### config.mk
export PLATFORM = sky130hd
export DESIGN_NAME = pcie_vc_router_flat
export DESIGN_NICKNAME = d
export VERILOG_FILES = /design/src/rtl/pcie_vc_router_if.sv /design/src/rtl/pcie_vc_router.sv /design/src/flat_wrapper.sv
export SDC_FILE = /design/constraint.sdc
export NUM_CORES = 1
export LEC_CHECK = 0
export ABC_AREA = 1
export CAP_MARGIN = 5
export CORE_UTILIZATION = 30
export CTS_CLUSTER_SIZE = 14
export DETAILED_ROUTE_END_ITERATION = 10
export PLACE_DENSITY = 0.43
export SETUP_SLACK_MARGIN = 0.15
export SYNTH_ARGS = -nofsm -noshare
export SYNTH_HDL_FRONTEND = slang
export SYNTH_SLANG_ARGS = --single-unit
### constraint.sdc
create_clock -name clk -period 3.4 [get_ports clk]
set_clock_uncertainty 0.15 [all_clocks]
set_input_delay 0.51 -clock clk [delete_from_list [all_inputs] [get_ports clk]]
set_output_delay 0.51 -clock clk [all_outputs]
set_load 0.05 [all_outputs]
### src/rtl/pcie_vc_router_if.sv
// Handshake/data bundle for pcie_vc_router: write port, thresholds, output stream and status.
// Latency/backpressure are set by the router; the interface only adds wires.
interface pcie_vc_router_if #(
    parameter int DATA_W = 6,
    parameter int NUM_VC = 2,
    parameter int CNT_W  = 5
);
    logic              init;
    logic              in_valid;
    logic [DATA_W-1:0] in_data;
    logic [CNT_W-1:0]  umbral_hi_in;
    logic [CNT_W-1:0]  umbral_lo_in;
    logic              out_ready;
    logic              out_valid;
    logic [DATA_W-1:0] out_data;
    logic              in_pause;
    logic              idle_out;
    logic              active_out;
    logic              error_out;
    logic [NUM_VC-1:0] error_id;

    modport master (
        output init, in_valid, in_data, umbral_hi_in, umbral_lo_in, out_ready,
        input  out_valid, out_data, in_pause, idle_out, active_out, error_out, error_id
    );

    modport slave (
        input  init, in_valid, in_data, umbral_hi_in, umbral_lo_in, out_ready,
        output out_valid, out_data, in_pause, idle_out, active_out, error_out, error_id
    );
endinterface

### src/rtl/pcie_vc_router.sv
// Per-VC FIFO router; strict-priority arbiter, or round-robin when VC_RR_ARB_EN is defined.
// Latency: push at edge k can show on out_valid after edge k+1; out_ready=0 stalls the output, in_pause is hysteretic back-pressure.
module pcie_vc_router #(
    parameter int  DATA_W   = 6,
    parameter int  NUM_VC   = 2,
    parameter int  VC_DEPTH = 16,
    localparam int CNT_W    = $clog2(VC_DEPTH) + 1,
    localparam int VC_W     = $clog2(NUM_VC)
) (
    input  logic            clk,
    input  logic            reset,
    pcie_vc_router_if.slave vc_if
);
    localparam int               PTR_W   = $clog2(VC_DEPTH);
    localparam logic [CNT_W-1:0] DEPTH_C = CNT_W'(VC_DEPTH);

    typedef enum logic [2:0] {
        ST_RESET,
        ST_INIT,
        ST_IDLE,
        ST_ACTIVE,
        ST_ERROR
    } state_t;

    state_t            state_q, state_d;
    logic [DATA_W-1:0] mem_q    [NUM_VC][VC_DEPTH];
    logic [PTR_W-1:0]  wr_ptr_q [NUM_VC];
    logic [PTR_W-1:0]  rd_ptr_q [NUM_VC];
    logic [CNT_W-1:0]  cnt_q    [NUM_VC];
    logic [CNT_W-1:0]  thr_hi_q, thr_hi_d;
    logic [CNT_W-1:0]  thr_lo_q, thr_lo_d;
    logic              out_valid_q, out_valid_d;
    logic [DATA_W-1:0] out_data_q, out_data_d;
    logic              pause_q, pause_d;
    logic [NUM_VC-1:0] error_id_q, error_id_d;

    logic              run, any_ne, any_hi, all_lo;
    logic              load_raw, load, overflow, push;
    logic [VC_W-1:0]   push_vc, grant_vc;
    logic [NUM_VC-1:0] nonempty, full, push_vec, pop_vec;

    assign run     = (state_q == ST_IDLE) || (state_q == ST_ACTIVE);
    assign push_vc = vc_if.in_data[DATA_W-1 -: VC_W];

    always_comb begin
        nonempty = '0;
        full     = '0;
        any_hi   = 1'b0;
        all_lo   = 1'b1;
        for (int v = 0; v < NUM_VC; v++) begin
            nonempty[v] = (cnt_q[v] != '0);
            full[v]     = (cnt_q[v] == DEPTH_C);
            if (cnt_q[v] >= thr_hi_q) any_hi = 1'b1;
            if (cnt_q[v] > thr_lo_q)  all_lo = 1'b0;
        end
    end

    assign any_ne = |nonempty;

`ifdef VC_RR_ARB_EN
    // rr_ptr_q is where the next search begins: one past the last grant.
    logic [VC_W-1:0] rr_ptr_q;
    logic [VC_W-1:0] rr_idx;
    logic            rr_found;

    always_comb begin
        grant_vc = '0;
        rr_idx   = '0;
        rr_found = 1'b0;
        for (int i = 0; i < NUM_VC; i++) begin
            rr_idx = rr_ptr_q + VC_W'(i);
            if (!rr_found && nonempty[rr_idx]) begin
                grant_vc = rr_idx;
                rr_found = 1'b1;
            end
        end
    end

    always_ff @(posedge clk or posedge reset) begin
        if (reset) begin
            rr_ptr_q <= '0;
        end else if (load) begin
            rr_ptr_q <= grant_vc + VC_W'(1);
        end
    end
`else
    always_comb begin
        grant_vc = '0;
        for (int i = NUM_VC - 1; i >= 0; i--) begin
            if (nonempty[i]) grant_vc = VC_W'(i);
        end
    end
`endif

    // A pop of the target VC in the same cycle frees the slot the push needs.
    assign load_raw = run && (!out_valid_q || vc_if.out_ready) && any_ne;
    assign overflow = run && vc_if.in_valid && full[push_vc] &&
                      !(load_raw && (grant_vc == push_vc));
    assign load     = load_raw && !overflow;
    assign push     = run && vc_if.in_valid && !overflow;

    always_comb begin
        push_vec = '0;
        pop_vec  = '0;
        for (int v = 0; v < NUM_VC; v++) begin
            push_vec[v] = push && (push_vc == VC_W'(v));
            pop_vec[v]  = load && (grant_vc == VC_W'(v));
        end
    end

    always_comb begin
        state_d = state_q;
        unique case (state_q)
            ST_RESET: state_d = ST_INIT;
            ST_INIT:  if (!vc_if.init) state_d = ST_IDLE;
            ST_IDLE, ST_ACTIVE: begin
                if (overflow)                    state_d = ST_ERROR;
                else if (vc_if.init)             state_d = ST_INIT;
                else if (any_ne || out_valid_q)  state_d = ST_ACTIVE;
                else                             state_d = ST_IDLE;
            end
            ST_ERROR: state_d = ST_ERROR;
            default:  state_d = ST_RESET;
        endcase
    end

    always_comb begin
        thr_hi_d    = thr_hi_q;
        thr_lo_d    = thr_lo_q;
        out_valid_d = out_valid_q;
        out_data_d  = out_data_q;
        error_id_d  = error_id_q;
        pause_d     = pause_q;

        if (state_q == ST_INIT && vc_if.umbral_lo_in < vc_if.umbral_hi_in &&
            vc_if.umbral_hi_in <= DEPTH_C) begin
            thr_hi_d = vc_if.umbral_hi_in;
            thr_lo_d = vc_if.umbral_lo_in;
        end

        if (any_hi)      pause_d = 1'b1;
        else if (all_lo) pause_d = 1'b0;

        if (load) begin
            out_valid_d = 1'b1;
            out_data_d  = mem_q[grant_vc][rd_ptr_q[grant_vc]];
        end else if (vc_if.out_ready) begin
            out_valid_d = 1'b0;
        end
        if (state_d == ST_ERROR) out_valid_d = 1'b0;

        if (overflow) error_id_d = error_id_q | (NUM_VC'(1) << push_vc);
    end

    always_ff @(posedge clk or posedge reset) begin
        if (reset) begin
            state_q     <= ST_RESET;
            thr_hi_q    <= CNT_W'(VC_DEPTH - 2);
            thr_lo_q    <= CNT_W'(2);
            out_valid_q <= 1'b0;
            out_data_q  <= '0;
            pause_q     <= 1'b0;
            error_id_q  <= '0;
        end else begin
            state_q     <= state_d;
            thr_hi_q    <= thr_hi_d;
            thr_lo_q    <= thr_lo_d;
            out_valid_q <= out_valid_d;
            out_data_q  <= out_data_d;
            pause_q     <= pause_d;
            error_id_q  <= error_id_d;
        end
    end

    // Clearing counts discards buffered words; storage itself needs no reset.
    always_ff @(posedge clk or posedge reset) begin
        if (reset) begin
            for (int v = 0; v < NUM_VC; v++) begin
                wr_ptr_q[v] <= '0;
                rd_ptr_q[v] <= '0;
                cnt_q[v]    <= '0;
            end
        end else begin
            for (int v = 0; v < NUM_VC; v++) begin
                if (push_vec[v]) wr_ptr_q[v] <= wr_ptr_q[v] + PTR_W'(1);
                if (pop_vec[v])  rd_ptr_q[v] <= rd_ptr_q[v] + PTR_W'(1);
                cnt_q[v] <= cnt_q[v] + CNT_W'(push_vec[v]) - CNT_W'(pop_vec[v]);
            end
        end
    end

    always_ff @(posedge clk) begin
        if (push) mem_q[push_vc][wr_ptr_q[push_vc]] <= vc_if.in_data;
    end

    assign vc_if.out_valid  = out_valid_q;
    assign vc_if.out_data   = out_data_q;
    assign vc_if.in_pause   = pause_q;
    assign vc_if.idle_out   = (state_q == ST_IDLE);
    assign vc_if.active_out = (state_q == ST_ACTIVE);
    assign vc_if.error_out  = (state_q == ST_ERROR);
    assign vc_if.error_id   = error_id_q;
endmodule

### src/flat_wrapper.sv
// flat-port wrapper written by rule: the top's interface ports become plain ports
module pcie_vc_router_flat 
#(
    parameter int  DATA_W   = 6,
    parameter int  NUM_VC   = 2,
    parameter int  VC_DEPTH = 16,
    localparam int CNT_W    = $clog2(VC_DEPTH) + 1,
    localparam int VC_W     = $clog2(NUM_VC)
)
  (clk, reset, vc_if_init, vc_if_in_valid, vc_if_in_data, vc_if_umbral_hi_in, vc_if_umbral_lo_in, vc_if_out_ready, vc_if_out_valid, vc_if_out_data, vc_if_in_pause, vc_if_idle_out, vc_if_active_out, vc_if_error_out, vc_if_error_id);
  pcie_vc_router_if #(.DATA_W(DATA_W), .NUM_VC(NUM_VC), .CNT_W((5))) vc_if_i ();
  input  logic clk;
  input  logic reset;
  input wire logic [$bits(vc_if_i.init)-1:0] vc_if_init;
  input wire logic [$bits(vc_if_i.in_valid)-1:0] vc_if_in_valid;
  input wire logic [$bits(vc_if_i.in_data)-1:0] vc_if_in_data;
  input wire logic [$bits(vc_if_i.umbral_hi_in)-1:0] vc_if_umbral_hi_in;
  input wire logic [$bits(vc_if_i.umbral_lo_in)-1:0] vc_if_umbral_lo_in;
  input wire logic [$bits(vc_if_i.out_ready)-1:0] vc_if_out_ready;
  output wire logic [$bits(vc_if_i.out_valid)-1:0] vc_if_out_valid;
  output wire logic [$bits(vc_if_i.out_data)-1:0] vc_if_out_data;
  output wire logic [$bits(vc_if_i.in_pause)-1:0] vc_if_in_pause;
  output wire logic [$bits(vc_if_i.idle_out)-1:0] vc_if_idle_out;
  output wire logic [$bits(vc_if_i.active_out)-1:0] vc_if_active_out;
  output wire logic [$bits(vc_if_i.error_out)-1:0] vc_if_error_out;
  output wire logic [$bits(vc_if_i.error_id)-1:0] vc_if_error_id;
  assign vc_if_i.init = vc_if_init;
  assign vc_if_i.in_valid = vc_if_in_valid;
  assign vc_if_i.in_data = vc_if_in_data;
  assign vc_if_i.umbral_hi_in = vc_if_umbral_hi_in;
  assign vc_if_i.umbral_lo_in = vc_if_umbral_lo_in;
  assign vc_if_i.out_ready = vc_if_out_ready;
  assign vc_if_out_valid = vc_if_i.out_valid;
  assign vc_if_out_data = vc_if_i.out_data;
  assign vc_if_in_pause = vc_if_i.in_pause;
  assign vc_if_idle_out = vc_if_i.idle_out;
  assign vc_if_active_out = vc_if_i.active_out;
  assign vc_if_error_out = vc_if_i.error_out;
  assign vc_if_error_id = vc_if_i.error_id;
  pcie_vc_router #(.DATA_W(DATA_W), .NUM_VC(NUM_VC), .VC_DEPTH(VC_DEPTH)) u_core (.clk(clk), .reset(reset), .vc_if(vc_if_i));
endmodule
Figure 1. Power grid (run 1).
Pins as bars on the die edge.
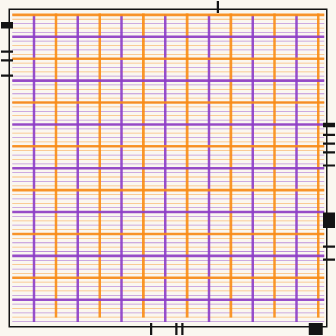
[purple] VSS
[orange] VDD
met4 straps: 14
met1 rails: 71
signal pins: 34
rows: 70

Figure 2. Cells colored by class (run 1).
Scale bar: 50 um.
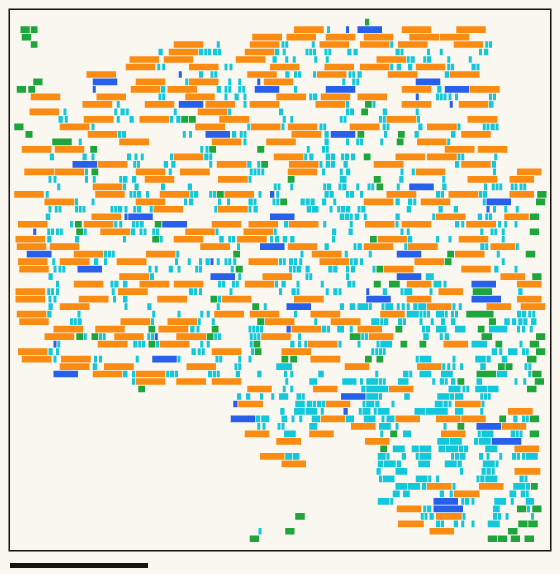
[blue] clock drivers and dummy loads | cells: 50 | share of their area: 7.1%
[orange] flops | cells: 241 | share of their area: 54%
[green] other buffers and delay cells | cells: 103 | share of their area: 7.1%
[cyan] combinational and other logic | cells: 829 | share of their area: 32%

==> flow_summary.json, run 1 <==
{
  "async_flop_share": 0.203,
  "wl_met3_mm": 1.27,
  "fa_ha_area_frac": 0.0478,
  "clock.latency.late_pin_ns": 0.55,
  "tightestPinTransition_ns": 0.732,
  "cts_tree": "built",
  "p_seq_frac": 0.349,
  "cts_made_buffers": 28,
  "stdcell_count": 1727,
  "ff_type": "edfxtp_1",
  "period_needed_ns": 3.02,
  "clk_pin_slew_ns": 0.06,
  "drive_gt1_frac": 0.125,
  "top_cell_area_share": 0.510,
  "wl_mm": 30.5,
  "crit_path_end_kind": "flip-flop",
  "ys_sh_xor": 0.0138,
  "mux_share": 0.000885,
  "top_logic_kind": "simple AND/OR/NAND/NOR gates",
  "status": "completed",
  "ys_warn_count": 0,
  "clock_path_buffers": 3,
  "rsz0062_at_grt": "false",
  "yosysTopAreaCell": "edfxtp_1",
  "drcViolationCount": 0,
  "htreeDepth": 1,
  "ir_worst_vdd_v": 0.000486,
  "critical_path.endpoint": "u_core.cnt_q[4]",
  "r2r_setup_slack_ns": 0.38,
  "cpLargestDelayFamily": "adder cells",
  "gr-usage-met2": 0.255
}
Figure 3. Clock distribution (run 1).
Scale bar: 50 um.
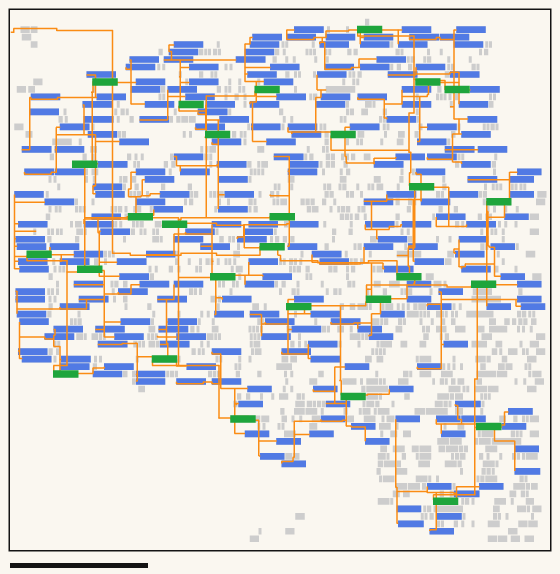
[blue] flip-flops | count: 241
[orange] clock wires | length: 3,430 um
[green] clock drivers | count: 28
flops lie: widely spread
routed clock nets: 29

==> run 1: power by group through the flow <==
stage               logic [mW]  registers (mW)  clock network (mW)
global placement          3.87            3.81                   0
floorplan                 2.43            3.93                   0
CTS                       3.88            3.75                3.11
detailed placement        3.87            3.80                   0
finish                    3.95            3.74                3.04
global route              4.46            3.79                3.22
==> run 1: final cells by class <==
cell class                 count  area [um2]
clock buffer                  37         756
clock inverter                13         159
fill                        3733       23300
inverter                      64         245
multi-input combinational    764        3810
sequential                   241        7000
tap                          504         631
timing repair buffer         103         920
timing repair inverter         1        7.51
==> run 1: placed cells by master (no fill, tap or decap), drive strengths merged, types with 28 or more instances in the layout <==
master	count
buf	71
nand2	410
o21ai	28
edfxtp	192
nor2	62
clkdlybuf4s50	32
clkbuf	37
ha	40
inv	62
nand3	160
dfrtp	45
==> inputs of run 2 (changes only) <==
- CORE_MARGIN: not set -> 4
Figure 4. Cells colored by class (run 2).
Scale bar: 50 um.
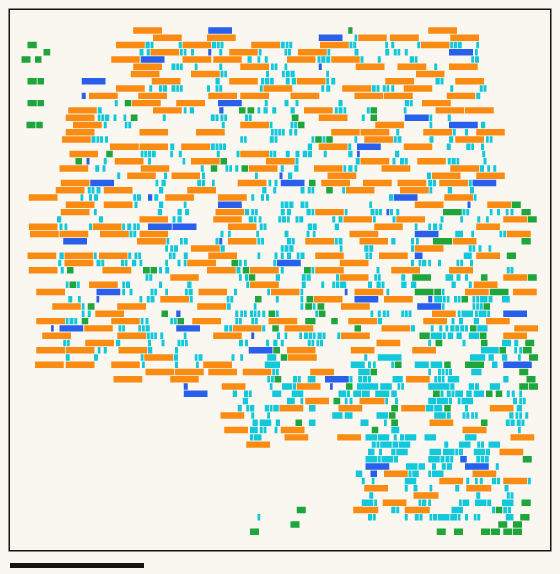
[orange] flops | cells: 241 | share of their area: 54%
[blue] clock drivers and dummy loads | cells: 53 | share of their area: 6.9%
[green] other buffers and delay cells | cells: 112 | share of their area: 7.7%
[cyan] combinational and other logic | cells: 828 | share of their area: 31%

==> run 2 against run 1 <==
Net effect:
- global-route usage fell by 1.4 points
- largest cell class unchanged
- first-iteration DRC count rose by 0.21%
- worst setup slack got worse by 0.051 ns
- largest power group unchanged
- routed wire length barely moved
- critical path type unchanged
==> flow_summary.json, run 2 <==
{
  "cts_made_buffers": 29,
  "clock_path_buffers": 3,
  "ff_type": "edfxtp_1",
  "required_ns": 3.72,
  "wl_mm": 30.5,
  "drive_gt1_frac": 0.136,
  "clk-power_mw": 2.93,
  "crit_path_end_kind": "flip-flop",
  "maxPowerGroup": "combinational cells",
  "area_delta_synth_final_pct": 20.2,
  "cpLargestDelayFamily": "adder cells",
  "clk_pin_slew_ns": 0.06,
  "syn_inst": 1120,
  "cts_tree": "built",
  "status": "completed",
  "async_flop_share": 0.203,
  "yosysTopAreaCell": "edfxtp_1",
  "ys_sh_xor": 0.0138,
  "fa_ha_area_frac": 0.0478,
  "mux_share": 0.000885,
  "crit_path_start": "u_core.cnt_q[3]",
  "powerSeq_mw": 3.73,
  "nFillCells": 3659,
  "tightestPinTransition_ns": 0.839,
  "gr-usage-met2": 0.226,
  "ir_worst_vdd_v": 0.000424,
  "wl_met2_mm": 13.3,
  "rsz0062_at_grt": "true",
  "fin_ws_ns": 0.331,
  "stdcell_count": 1738,
  "lay_top_cells": "401 x nand2_1, 192 x edfxtp_1, 160 x nand3_1, 71 x buf_4, 58 x nor2_1",
  "top_logic_kind": "simple AND/OR/NAND/NOR gates",
  "period_needed_ns": 3.07,
  "comb_power_mw": 4.06,
  "ys_warn_count": 0,
  "r2r_setup_slack_ns": 0.33,
  "viasPerCell": 4.53,
  "wl_met3_mm": 1.03,
  "rows": 70,
  "htreeDepth": 1,
  "p_seq_frac": 0.348,
  "layout_top_cell": "nand2_1"
}
run 2: cell count changes in the layout (fill, tap and decap cells not counted), sizes merged:
cell,change
buf,+9
clkinv,+4
clkbuf,-3
inv,+3
bufinv,-2
run 2: cell type report:
| class | instances | area (um2) | share of cell area |
|---|---|---|---|
| Sequential cell | 241 | 7000 | 0.515 |
| Inverter | 64 | 245 | 0.0180 |
| Clock buffer | 34 | 744 | 0.0548 |
| Clock inverter | 19 | 144 | 0.0106 |
| Tap cell | 504 | 631 | 0.0464 |
| Multi-Input combinational cell | 764 | 3830 | 0.282 |
| Timing Repair Buffer | 112 | 1000 | 0.0736 |
run 2: timing repair:
action                     in CTS  in global routing
setup endpoints to repair       0                  9
hold endpoints to repair        0                  0
setup buffers                   0                 13
hold buffers                    0                  0
resized                         0                 20
==> inputs of run 3 (changes only) <==
- CELL_PAD_IN_SITES_DETAIL_PLACEMENT: not set -> 1
- CELL_PAD_IN_SITES_GLOBAL_PLACEMENT: not set -> 2
- CORE_UTILIZATION: 30 -> 25
- CTS_BUF_LIST: not set -> sky130_fd_sc_hd__clkbuf_2 sky130_fd_sc_hd__clkbuf_4 sky130_fd_sc_hd__clkbuf_8
- PLACE_DENSITY: 0.43 -> 0.51
Figure 5. Power grid (run 3).
Pins as bars on the die edge.
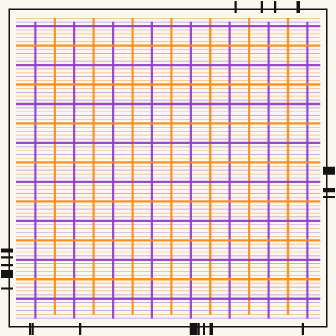
[orange] VDD
[purple] VSS
met4 straps: 15
rows: 77
met5 straps: 15
met1 rails: 78
signal pins: 34

==> run 3 against run 2 <==
Net effect:
- via count rose by 2.5%
- synthesized cell count did not move
- hold slack improved by 0.0040 ns
- sequential cell count did not move
==> flow_summary.json, run 3 <==
{
  "status": "completed",
  "syn_inst": 1120,
  "area_delta_synth_final_pct": 21.0,
  "ir_worst_vdd_v": 0.000283,
  "crit_path_start": "u_core.cnt_q[3]",
  "required_ns": 3.77,
  "rsz0062_at_grt": "true",
  "comb_share": 0.278,
  "seq_share": 0.511,
  "cts_hold_buf": 0,
  "drive_gt1_frac": 0.148,
  "dominant-cell-class": "sequential cells",
  "powerSeq_mw": 3.72,
  "clkbuf_count": 57,
  "p_seq_frac": 0.347,
  "wl_met3_mm": 1.10,
  "top_cell_area_share": 0.510,
  "nonClkBufAreaFrac": 0.0720,
  "cts_tree": "built",
  "flop_area_um2": 7000,
  "lay_top_cells": "401 x nand2_1, 192 x edfxtp_1, 160 x nand3_1, 72 x buf_4, 58 x nor2_1",
  "taps": 592,
  "gr-usage-met2": 0.238,
  "htreeDepth": 2,
  "ff_type": "edfxtp_1",
  "ys_warn_count": 0,
  "logic_area_um2": 3800,
  "viasPerCell": 4.34,
  "cpLargestDelayFamily": "adder cells",
  "yosysTopAreaCell": "edfxtp_1",
  "drcViolationCount": 0,
  "clock.latency.late_pin_ns": 0.61,
  "rows": 77,
  "period_needed_ns": 3.02,
  "clk-power_mw": 2.87,
  "async_flop_share": 0.203,
  "clock_path_buffers": 3,
  "wl_mm": 35.1,
  "clk_pin_slew_ns": 0.06,
  "comb_power_mw": 4.13,
  "crit_path_end_kind": "flip-flop",
  "cts_made_buffers": 47,
  "p_per_area_nw_per_um2": 783,
  "inv_count": 64,
  "comb_cells": 764,
  "post-cts-setup-buffers": 0,
  "stdcell_count": 1859,
  "final-clk-cell-share": 0.0668,
  "wl_met2_mm": 16.2,
  "maxPowerGroup": "combinational cells"
}
run 3: cell counts after synthesis:
Identical to the previous run, type by type.
run 3: through the flow:
| step | setup WS [ns] | total power, mW | util |
|---|---|---|---|
| after global routing | 0.133 | 11.6 | 0.307 |
| after detailed placement | 0.0663 | 7.97 | 0.286 |
| after CTS | 0.186 | 10.9 | 0.306 |
| final | 0.376 | 10.7 | 0.307 |
| after global placement | 0.0853 | 7.95 | 0.286 |
| after floorplan | 0.300 | 6.36 | - |
run 3: cell families after synthesis:
group	after synthesis	synth area share
muxes	1	0.000885
xor gates and xnor gates	17	0.0138
AOI/OAI and AO/OA	57	0.0302
DFF	241	0.619
and+or+nand+nor	647	0.243
buffers and inverters	115	0.0455
adders and majority gates	42	0.0478

## Gallery

Clock routing.
picture 1
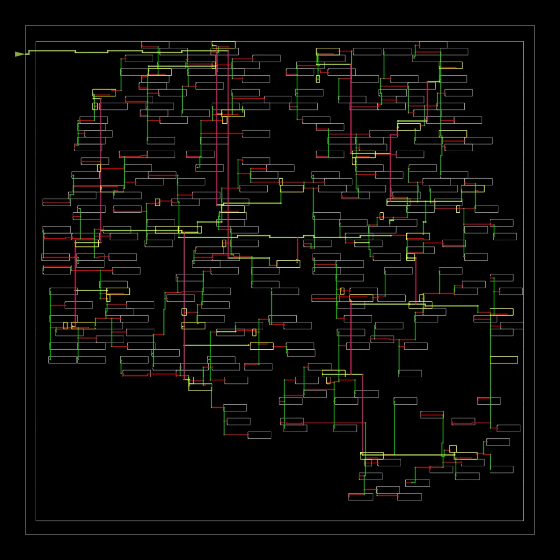
picture 2
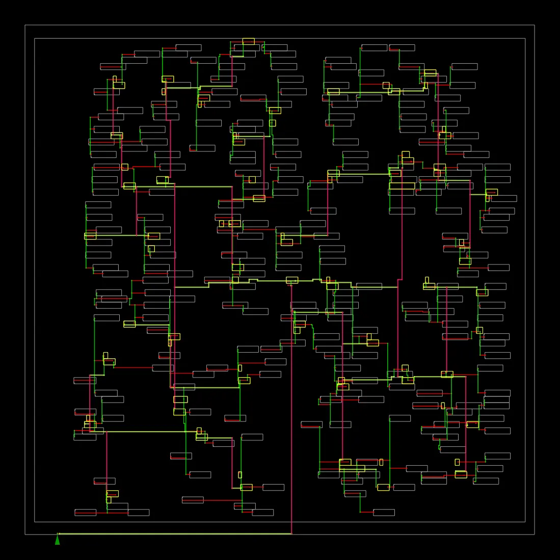
run 2 -> picture 1
run 3 -> picture 2
- most clock buffers: picture 2

Power figures rest on the tool's default switching activity, not on a simulated workload.
